**config.mk**
```make
export PLATFORM = sky130hd
export DESIGN_NAME = spi_aes_frame_port
export DESIGN_NICKNAME = d
export VERILOG_FILES = /design/src/rtl/spi_aes_frame_port.sv
export SDC_FILE = /design/constraint.sdc
export NUM_CORES = 1
export LEC_CHECK = 0
export CORE_UTILIZATION = 57
export CTS_BUF_LIST = sky130_fd_sc_hd__clkbuf_16
export DETAILED_ROUTE_END_ITERATION = 12
export PLACE_DENSITY = 0.85
export SYNTH_ARGS = -nofsm -noshare
export SYNTH_HDL_FRONTEND = slang
export SYNTH_SLANG_ARGS = --single-unit
```
**constraint.sdc**
```tcl
create_clock -name clk -period 3.9 [get_ports clk]
set_input_delay 0.78 -clock clk [delete_from_list [all_inputs] [get_ports clk]]
set_output_delay 0.78 -clock clk [all_outputs]
set_load 0.005 [all_outputs]
```
**src/rtl/spi_aes_frame_port.sv**
```systemverilog
// Serial load/send frame port in front of an AES core (AES-128/192/256).
// Checks load and send frame lengths and flags malformed frames.
module spi_aes_frame_port #(
    parameter int NK        = 4,
    parameter bit LSB_FIRST = 1
) (
    input  logic             clk,
    input  logic             rst,
    input  logic             cs,
    input  logic             miso,
    input  logic [127:0]     parallelprocessedin,
    input  logic             finished,
    output logic [127:0]     parallelmessageout,
    output logic [NK*32-1:0] parallelkeyout,
    output logic             mosi,
    output logic             ready,
    output logic             frame_err,
    output logic             busy
);

    localparam int KW = NK * 32;
    localparam int L  = 128 + KW;
    localparam logic [8:0] L_C   = 9'(L);
    localparam logic [8:0] SAT_C = 9'(L + 1);
    localparam logic [8:0] S_C   = 9'd128;

    typedef enum logic [1:0] {
        LOAD,
        WAIT_CORE,
        SEND
    } state_t;

    state_t         state_q, state_d;
    logic           cs_q;
    logic [8:0]     cnt_q, cnt_d, cnt_inc;
    logic [L-1:0]   stage_q, stage_d;
    logic [127:0]   msg_q, msg_d;
    logic [KW-1:0]  key_q, key_d;
    logic [127:0]   snd_q, snd_d;
    logic           mosi_q, mosi_d;
    logic           ready_q, ready_d;
    logic           ferr_q, ferr_d;
    logic           fend;
    logic [6:0]     bidx;
    logic [127:0]   stage_msg;
    logic [KW-1:0]  stage_key;

    // LSB-first fills from the top, so the first bit lands at index 0
    always_comb begin
        if (LSB_FIRST) begin
            stage_msg = stage_q[127:0];
            stage_key = stage_q[L-1:128];
            bidx      = cnt_q[6:0];
        end else begin
            stage_msg = stage_q[L-1:KW];
            stage_key = stage_q[KW-1:0];
            bidx      = ~cnt_q[6:0];
        end
    end

    assign fend    = cs_q & ~cs;
    assign cnt_inc = (cnt_q == SAT_C) ? cnt_q : cnt_q + 9'd1;

    always_comb begin
        state_d = state_q;
        cnt_d   = cnt_q;
        stage_d = stage_q;
        msg_d   = msg_q;
        key_d   = key_q;
        snd_d   = snd_q;
        ready_d = ready_q;
        mosi_d  = 1'b0;
        ferr_d  = 1'b0;
        unique case (state_q)
            LOAD: begin
                if (cs) begin
                    if (LSB_FIRST) stage_d = {miso, stage_q[L-1:1]};
                    else           stage_d = {stage_q[L-2:0], miso};
                    cnt_d = cnt_inc;
                end else if (fend) begin
                    cnt_d = '0;
                    if (cnt_q == L_C) begin
                        msg_d   = stage_msg;
                        key_d   = stage_key;
                        ready_d = 1'b1;
                        state_d = WAIT_CORE;
                    end else begin
                        ferr_d = 1'b1;
                    end
                end
            end
            WAIT_CORE: begin
                cnt_d = '0;
                if (finished) begin
                    ready_d = 1'b0;
                    snd_d   = parallelprocessedin;
                    state_d = SEND;
                end
            end
            SEND: begin
                if (cs) begin
                    if (cnt_q < S_C) mosi_d = snd_q[bidx];
                    cnt_d = cnt_inc;
                end else if (fend) begin
                    cnt_d = '0;
                    if (cnt_q == S_C) state_d = LOAD;
                    else              ferr_d  = 1'b1;
                end
            end
            default: state_d = LOAD;
        endcase
    end

    always_ff @(posedge clk) begin
        if (rst) begin
            state_q <= LOAD;
            cs_q    <= 1'b0;
            cnt_q   <= '0;
            stage_q <= '0;
            msg_q   <= '0;
            key_q   <= '0;
            snd_q   <= '0;
            mosi_q  <= 1'b0;
            ready_q <= 1'b0;
            ferr_q  <= 1'b0;
        end else begin
            state_q <= state_d;
            cs_q    <= cs;
            cnt_q   <= cnt_d;
            stage_q <= stage_d;
            msg_q   <= msg_d;
            key_q   <= key_d;
            snd_q   <= snd_d;
            mosi_q  <= mosi_d;
            ready_q <= ready_d;
            ferr_q  <= ferr_d;
        end
    end

    assign parallelmessageout = msg_q;
    assign parallelkeyout     = key_q;
    assign mosi               = mosi_q;
    assign ready              = ready_q;
    assign frame_err          = ferr_q;
    assign busy               = (state_q != LOAD);

endmodule

```
Fig. 1: run 1, clock distribution
Scale: 2 px per µm.
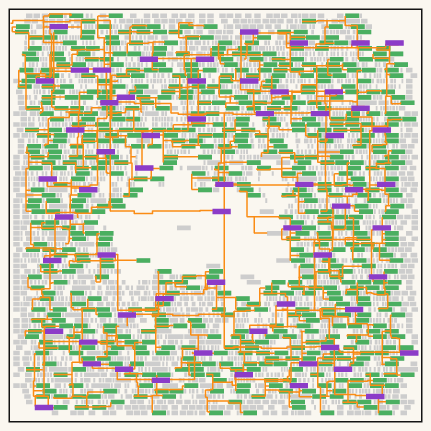
[clock drivers] purple | count: 61
[flip-flops] green | count: 655
[clock wires] orange | length: 6810 µm
flops lie	spread over the die
routed clock nets	62
clock network power share: 45.1%
clock latency of the later-clocked register in the worst-skew pair: 0.62 ns
Max Clock Skew: 0.0172 ns

Fig. 2: run 1, metal 2
Scale: 2 px per µm.
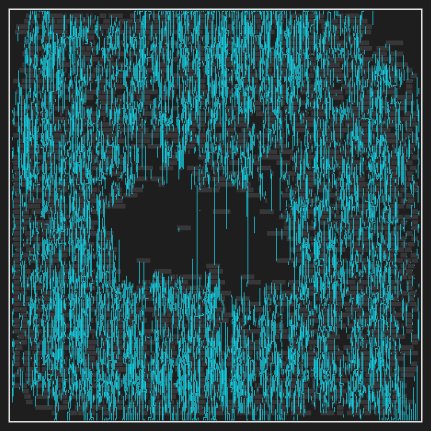
nets with wire on the layer	2816
main direction	vertical
share of all routed wire	49%
wire length on this layer	29.5 mm
Routed Wire Length: 59700 µm
DR vias: 21.0k
met2 Track Usage GR: 46.5%

==> flow.log, run 1 <==
[report] extracting results
[metrics] Synth Area in Compound Gates: 14.4%
[metrics] data required time at the worst endpoint: 3.12 ns
[metrics] hold path start: snd_q[108]
[metrics] proportion of netlist area held by the largest area contributor: 55.5%
[metrics] count of final max-slew check failures: 0
[metrics] Avg Cell Area, Syn: 7.96 µm²
[metrics] maximum capacitance violations: 0
[metrics] DRC violation total after the first TritonRoute iteration: 1617
[metrics] last weighted congestion value of the routability-driven placer: 0.829
[metrics] number of antenna cells inserted: 0
[metrics] crit end category: output pin
[metrics] final net count: 3361
[metrics] final-report hold violation count: 0
[metrics] total power density per cell area: 437 nW/µm²
[metrics] count of yosys warnings during synthesis: 0
[metrics] number of cells after detailed placement: 3694
[metrics] ys async rst share: 0%
[metrics] leftover overflow at the end of global routing: 0
[metrics] Finish-stage setup viols: 0
[metrics] CTS tree: done
[metrics] number of detailed-routing iterations run before antenna repair: 6
[metrics] FA/HA/MAJ Cells, Area Fraction: 0.159%
[metrics] first element of the critical path: state_q[0]
[metrics] final std cells w/o fill: 3800
[metrics] fraction of the cycle the final worst path needs: 72.8%
[metrics] count of unique library cells instantiated by Yosys: 40
[metrics] root buffer cell: clkbuf_16
[metrics] ys cells: 2965
[metrics] area added between synthesis and finish: 25.8%
[metrics] largest area contributor in the synthesized netlist: dfxtp_1
[metrics] share of final-layout standard cells stronger than drive strength 1: 4.16%
[metrics] Post-CTS Setup Inserts: 0
[metrics] detailed-route DRC error count: 0
[metrics] capture point of the worst reg-to-reg path: parallelmessageout[26]
[metrics] number of global-route vias before repair: 19.7k
[metrics] Chip Width: 206 µm
[metrics] length in cells of the worst reg-to-reg path: 6
[metrics] hold buffers post-CTS: 0
[metrics] number of sinks driven by the clock tree: 655
[metrics] hold path depth: 2
[metrics] global-route wire length before repair: 95200 µm
[metrics] hold path endpoint: snd_q[108]
[metrics] worst setup path category: flip-flop to output pin
[metrics] routed vias/inst: 5.52
[metrics] flip-flop cell with the highest count after synthesis: dfxtp_1
[metrics] Peak supply drop: 356 µV
[metrics] TritonCTS Buffers: 61
[metrics] Net Count, Synth: 3101
[metrics] run status: complete, no violations
[metrics] Resized Gates After CTS: 0
[metrics] number of antenna violations at the first check in global routing: 0
[metrics] smallest setup slack after layout: 1.06 ns
[metrics] number of levels the H-tree was split into: 2
[metrics] remaining number of nets flagged by the antenna check after routing: 0
[metrics] critical path endpoint: busy
[metrics] number of OpenROAD warnings: 34
[metrics] I/O pin count: 393
[metrics] post-synthesis chip area from yosys: 23600 µm²
[metrics] Synth Area in Simple Gates: 22.0%
[metrics] Setup TNS: 0 ns
[metrics] setup repair after global routing missed its margin: no
[metrics] yosys xor share: 0.297%
[metrics] register bit total from synthesis: 655
[metrics] Setup WS pre-CTS: 0.765 ns
[metrics] core utilization at floorplan: 57.8%
[metrics] worst-case clock buffer depth: 3
[metrics] maximum number of pins on one net before global-route repair: 125
[metrics] main area contributors after synthesis: dfxtp_1, nand2_1, a21oi_1
[metrics] Chip Footprint: 42200 µm²
[metrics] sequential element share of the synthesized area: 55.5%
[metrics] count of fill cells added during filler insertion: 2918
[metrics] Achievable Freq: 352 MHz
[metrics] Hold Crit Class: flip-flop to flip-flop
[metrics] y dimension of the die: 206 µm
[metrics] number of buffers inserted by port buffering: 392
[metrics] R2R setup slack: 1.13 ns
[metrics] Post-synth EDFFs: 0
[metrics] launching point of the worst reg2reg path: cnt_q[2]
[metrics] data arrival at the endpoint of the critical path: 2.06 ns
[metrics] worst-path maximum fanout: 9
[metrics] hpwl dp: 38400 µm
[metrics] cell area after technology mapping: 23600 µm²
[metrics] slew of the pin with the lowest slew margin: 0.855 ns
[metrics] startpoint class of the critical path: flip-flop
[metrics] fin crit period: 2.84 ns
[metrics] clock transition time at the flip-flop clock pins of the worst setup and hold paths: 0.06 ns
[metrics] worst hold-check slack: 0.451 ns
[metrics] synthesized netlist cell count: 2965
[metrics] prevailing logic family in the synthesized netlist: simple AND/OR/NAND/NOR gates
Fig. 3: run 1, placed cells, one color a class
Scale: 2 px per µm. Fill, decap, tap and diode cells in gray.
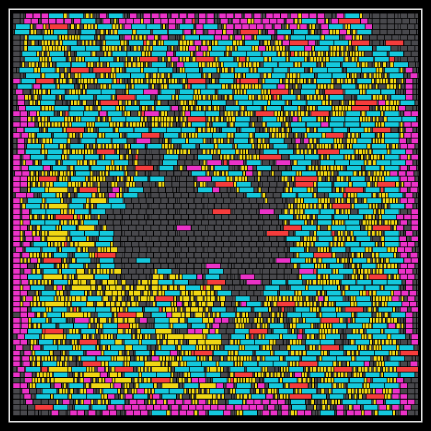
class	color	cells
combinational and other logic	yellow	2084
other buffers and delay cells	magenta	423
flops	cyan	655
clock drivers and dummy loads	red	106
area inside the core boundary: 40800 µm²
Row Count: 74
utilization after layout: 72.7%
cell area after layout: 29700 µm²
share of cell area taken by flip-flops and latches: 44.2%

-- run 1: cell usage after synthesis (2+ instances only) --
cell      number
buf_6          2
nor2_1        21
nor3_1         3
and3_1         2
a22oi_1        9
inv_1          5
buf_2         51
clkbuf_1     163
nand2_1     1291
nand3_1       10
nor3b_1        2
ha_1           3
mux2_2         2
and2_1         3
mux2i_1       17
buf_1          7
dfxtp_1      655
buf_4          3
o21ai_0        2
xnor2_1        4
a31oi_1        2
mux4_1        13
a211oi_1       2
xor2_1         4
nor2b_1       13
mux4_2        14
a21oi_1      645
nor4_1         3
nand4_1        3
-- run 1: stage by stage --
stage	power (W)	area [µm²]
after floorplan	0.00706	23600
after global placement	0.00726	27700
after detailed placement	0.00727	27700
after CTS	0.0130	29700
after global routing	0.0134	29700
final	0.0130	29700
-- run 1: area by class of cell --
class / instances / area [µm²] / area share [%]
clock inverter: 44 / 410 / 1.38
inverter: 5 / 18.8 / 0.0632
tap: 532 / 666 / 2.24
multi-input combinational: 2079 / 9560 / 32.2
timing repair buffer: 423 / 4370 / 14.7
clock buffer: 62 / 1550 / 5.22
sequential: 655 / 13100 / 44.2
-- run 1: report_power, final --
| part | internal (W) | switching (W) |
|---|---|---|
| sequential | 0.00669 | 0.00000289 |
| clock | 0.00338 | 0.00248 |
| combinational | 0.000170 | 0.000257 |
-- run 1: worst max-delay path: stages (launching register included) --
cell	delay [ns]
dfxtp_1	0.40
nor2_1	0.36
inv_1	0.17
clkdlybuf4s50_1	0.52
-- run 1: state kept, by name, indices dropped and copies added, names as in the netlist --
name and flops:
cs_q 1, stage_q 256, parallelmessageout 128, state_q 2, frame_err 1, snd_q 128, cnt_q 9, parallelkeyout 128
ready 1, mosi 1
-- run 1: cells by family after synthesis --
group,after synthesis
XOR/XNOR,8
flip-flops,655
AND/OR/NAND/NOR,1356
AND-OR/OR-AND,666
buffers and inverters,231
adder cells (fa/ha/maj),3
multiplexers,46
-- run 1: placed cells by master (no fill, tap or decap), drive strengths merged, types with 2 or more instances in the layout --
| master | Yosys | layout |
|---|---|---|
| clkinv | 0 | 20 |
| a21oi | 645 | 645 |
| a211oi | 2 | 2 |
| nor4 | 3 | 3 |
| nor2 | 21 | 21 |
| nand3 | 10 | 10 |
| dfxtp | 655 | 655 |
| nand4 | 3 | 3 |
| o21ai | 2 | 2 |
| mux2 | 2 | 2 |
| nor2b | 13 | 13 |
| nor3b | 2 | 2 |
| nand2 | 1291 | 1291 |
| mux4 | 27 | 27 |
| bufinv | 0 | 8 |
| inv | 5 | 20 |
| xor2 | 4 | 4 |
| clkdlybuf4s50 | 0 | 391 |
| mux2i | 17 | 17 |
| and2 | 4 | 4 |
| xnor2 | 4 | 4 |
| a22oi | 9 | 9 |
| nor3 | 3 | 3 |
| o21bai | 2 | 2 |
| a31oi | 2 | 2 |
| buf | 63 | 32 |
| ha | 3 | 3 |
| clkbuf | 163 | 62 |
| and3 | 2 | 2 |
-- run 1: per-layer routing --
metal	global-route usage [%]	wire [µm]	up-vias
met2	46.5	29500	757
met5	0	0	-
met3	4.99	3760	153
li1	-	-	10113
met4	11.6	2210	0
met1	34.5	24200	9966
## Run 2: what changed since run 1
--- a/config.mk
+++ b/config.mk
@@ -5,10 +5,10 @@
 export SDC_FILE = /design/constraint.sdc
 export NUM_CORES = 1
 export LEC_CHECK = 0
-export CORE_UTILIZATION = 57
+export CORE_UTILIZATION = 48
 export CTS_BUF_LIST = sky130_fd_sc_hd__clkbuf_16
 export DETAILED_ROUTE_END_ITERATION = 12
-export PLACE_DENSITY = 0.85
+export PLACE_DENSITY = 0.76
 export SYNTH_ARGS = -nofsm -noshare
 export SYNTH_HDL_FRONTEND = slang
 export SYNTH_SLANG_ARGS = --single-unit
==> constraint.sdc (replaced) <==
create_clock -name clk -period 2.6 [get_ports clk]
set_input_delay 0.52 -clock clk [delete_from_list [all_inputs] [get_ports clk]]
set_output_delay 0.52 -clock clk [all_outputs]
set_load 0.005 [all_outputs]
Fig. 4: run 2, metal 2
Scale: 2 px per µm.
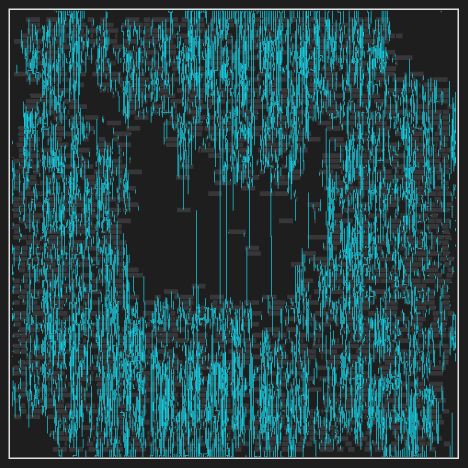
wire length on this layer	29.5 mm
nets with wire on the layer	2745
share of all routed wire	49%
main direction	vertical
DR vias: 20.7k
Routed Wire Length: 60200 µm

Fig. 5: run 2, clock distribution
Scale: 2 px per µm.
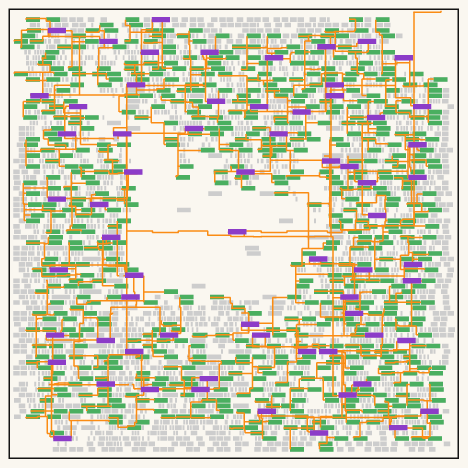
[flip-flops] green | count: 655
[clock wires] orange | length: 7310 µm
[clock drivers] purple | count: 66
routed clock nets	67
Max Clock Skew: 0.0217 ns
clock latency of the later-clocked register in the worst-skew pair: 0.58 ns

==> flow.log, run 2 <==
[report] extracting results
[metrics] run status: complete, no violations
[metrics] worst-case clock buffer depth: 3 (unchanged)
[metrics] post-layout total power: 0.0197 W (+51%)
[metrics] count of unique library cells instantiated by Yosys: 40 (unchanged)
[metrics] ys cells: 2965 (unchanged)
[metrics] area added between synthesis and finish: 28.3%
[metrics] number of antenna violations at the first check in global routing: 1 (+1)
[metrics] final net count: 3391 (+0.89%)
[metrics] clock transition time at the flip-flop clock pins of the worst setup and hold paths: 0.06 ns (about the same)
[metrics] final-report hold violation count: 0 (unchanged)
[metrics] commonest cells in the synthesized netlist: nand2_1, dfxtp_1, a21oi_1
[metrics] number of OpenROAD warnings: 32 (-5.9%)
[metrics] leftover overflow at the end of global routing: 0 (unchanged)
[metrics] global-route wire length before repair: 96800 µm (+1.7%)
[metrics] Hold Crit Class: input port to flip-flop
[metrics] register bit total from synthesis: 655 (unchanged)
[metrics] main area contributors after synthesis: dfxtp_1, nand2_1, a21oi_1
[metrics] core utilization at floorplan: 49.0% (-8.8 points)
[metrics] largest register by flop count: stage_q
[metrics] y dimension of the die: 224 µm (+8.9%)
[metrics] cell area after layout: 30300 µm² (+1.9%)
[metrics] number of cells after detailed placement: 3843 (+4.0%)
[metrics] part of the total power dissipated in sequential elements: 51.1% (-0.5 points)
[metrics] part of the power in combinational logic: 3.5% (+0.2 points)
[metrics] sequential element share of the synthesized area: 55.5% (unchanged)
[metrics] fin crit period: 2.44 ns
[metrics] data arrival at the endpoint of the critical path: 1.92 ns (-0.14 ns)
[metrics] proportion of netlist area held by the largest area contributor: 55.5% (unchanged)
[metrics] maximum capacitance violations: 0 (unchanged)
[metrics] number of sinks driven by the clock tree: 655 (unchanged)
[metrics] Finish-stage setup viols: 0 (unchanged)
[metrics] CTS tree: done
[metrics] startpoint class of the critical path: flip-flop
[metrics] Peak supply drop: 434 µV (+22%)
[metrics] library cell with the highest instance count after synthesis: nand2_1
[metrics] number of global-route vias before repair: 19.4k (-1.6%)
[metrics] last weighted congestion value of the routability-driven placer: 0.819 (-1.1%)
[metrics] number of detailed-routing iterations run before antenna repair: 6 (unchanged)
[metrics] Setup TNS: 0 ns (unchanged)
[metrics] Post-DP Area: 28300 µm² (+1.9%)
[metrics] slew of the pin with the lowest slew margin: 0.658 ns (-0.197 ns)
[metrics] hold path depth: 2 (unchanged)
[metrics] Resized Gates After CTS: 0 (unchanged)
[metrics] root buffer cell: clkbuf_16
[metrics] crit end category: output pin
[metrics] detailed-route DRC error count: 0 (unchanged)
[metrics] routed vias/inst: 5.22 (-5.5%)
[metrics] Top cells excl fill/tap: nand2_1, dfxtp_1, a21oi_1
[metrics] data required time at the worst endpoint: 2.08 ns (-1.04 ns)
[metrics] TritonCTS Buffers: 66 (+8.2%)
[metrics] synthesized netlist cell count: 2965 (unchanged)
[metrics] post-synthesis chip area from yosys: 23600 µm² (unchanged)
[metrics] Post-synth EDFFs: 0 (unchanged)
[metrics] Post-CTS Setup Inserts: 0 (unchanged)
[metrics] count of yosys warnings during synthesis: 0 (unchanged)
[metrics] ys async rst share: 0% (unchanged)
[metrics] switching power total: 0.00425 W (+55%)
Fig. 6: run 2, I/O nets highlighted
Scale: 1.5 px per µm.
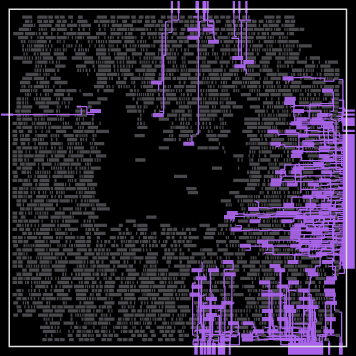
port	color	direction	end cells	buffers	wire
parallelkeyout	purple	output	128	128	5000 µm
I/O pin count: 393
number of buffers inserted by port buffering: 392

==> run 2: cell counts after synthesis <==
Identical to the previous run, type by type.
==> run 2: worst paths after layout <==
path               from             endpoint  slack, ns
max          state_q[1]                 busy       0.16
min                 rst             cnt_q[1]       0.40
max reg2reg    cnt_q[4]  parallelkeyout[114]       0.24
min reg2reg   snd_q[53]            snd_q[53]       0.45
==> run 2: worst max-delay path: stages (launching register included) <==
cell and delay (ns):
dfxtp_1 0.48, nor2_2 0.13, inv_1 0.13, clkdlybuf4s50_1 0.60
==> run 2: area by class of cell <==
cell class,count,area (µm²)
fill,3996,17900
sequential,655,13100
multi-input combinational,2079,9570
timing repair buffer,448,4750
clock buffer,67,1680
tap,656,821
clock inverter,47,327
inverter,5,18.8
antenna,1,2.50
==> run 2: layer usage <==
metal | vias to the layer above | part of all wire [%] | track usage [%] | wire length, µm
met5 | - | 0 | 0 | 0
met4 | 0 | 2.5 | 8.59 | 1490
met3 | 90 | 5.9 | 3.61 | 3580
met2 | 650 | 49 | 39.8 | 29500
met1 | 9720 | 43 | 30.4 | 25600
li1 | 10210 | - | - | -
==> run 2: stage by stage <==
stage	setup WS (ns)	util [%]
after floorplan	0.244	-
after global placement	0.203	58.7
after detailed placement	0.143	58.7
after CTS	0.0424	62.9
after global routing	0.0418	62.9
final	0.161	62.9
==> run 2: cells by family (layout without fill, tap and decap cells) <==
family | Yosys count | in the layout | share of synthesized area [%]
AND/OR/NAND/NOR | 1356 | 1356 | 22.0
AND-OR/OR-AND | 666 | 666 | 14.4
flip-flops | 655 | 655 | 55.5
buffers and inverters | 231 | 567 | 4.05
multiplexers | 46 | 46 | 3.60
XOR/XNOR | 8 | 8 | 0.297
adder cells (fa/ha/maj) | 3 | 3 | 0.159
other | 0 | 1 | 0
==> run 2: power groups by stage <==
stage	clock, W	combinational [W]	sequential [W]
2_1_floorplan	0	0.000326	0.0103
3_3_place_gp	0	0.000678	0.0103
3_5_place_dp	0	0.000681	0.0103
4_1_cts	0.00910	0.000683	0.0100
5_1_grt	0.00952	0.000732	0.0100
6_report	0.00893	0.000684	0.0100
Power is estimated from default activity; no workload was simulated.
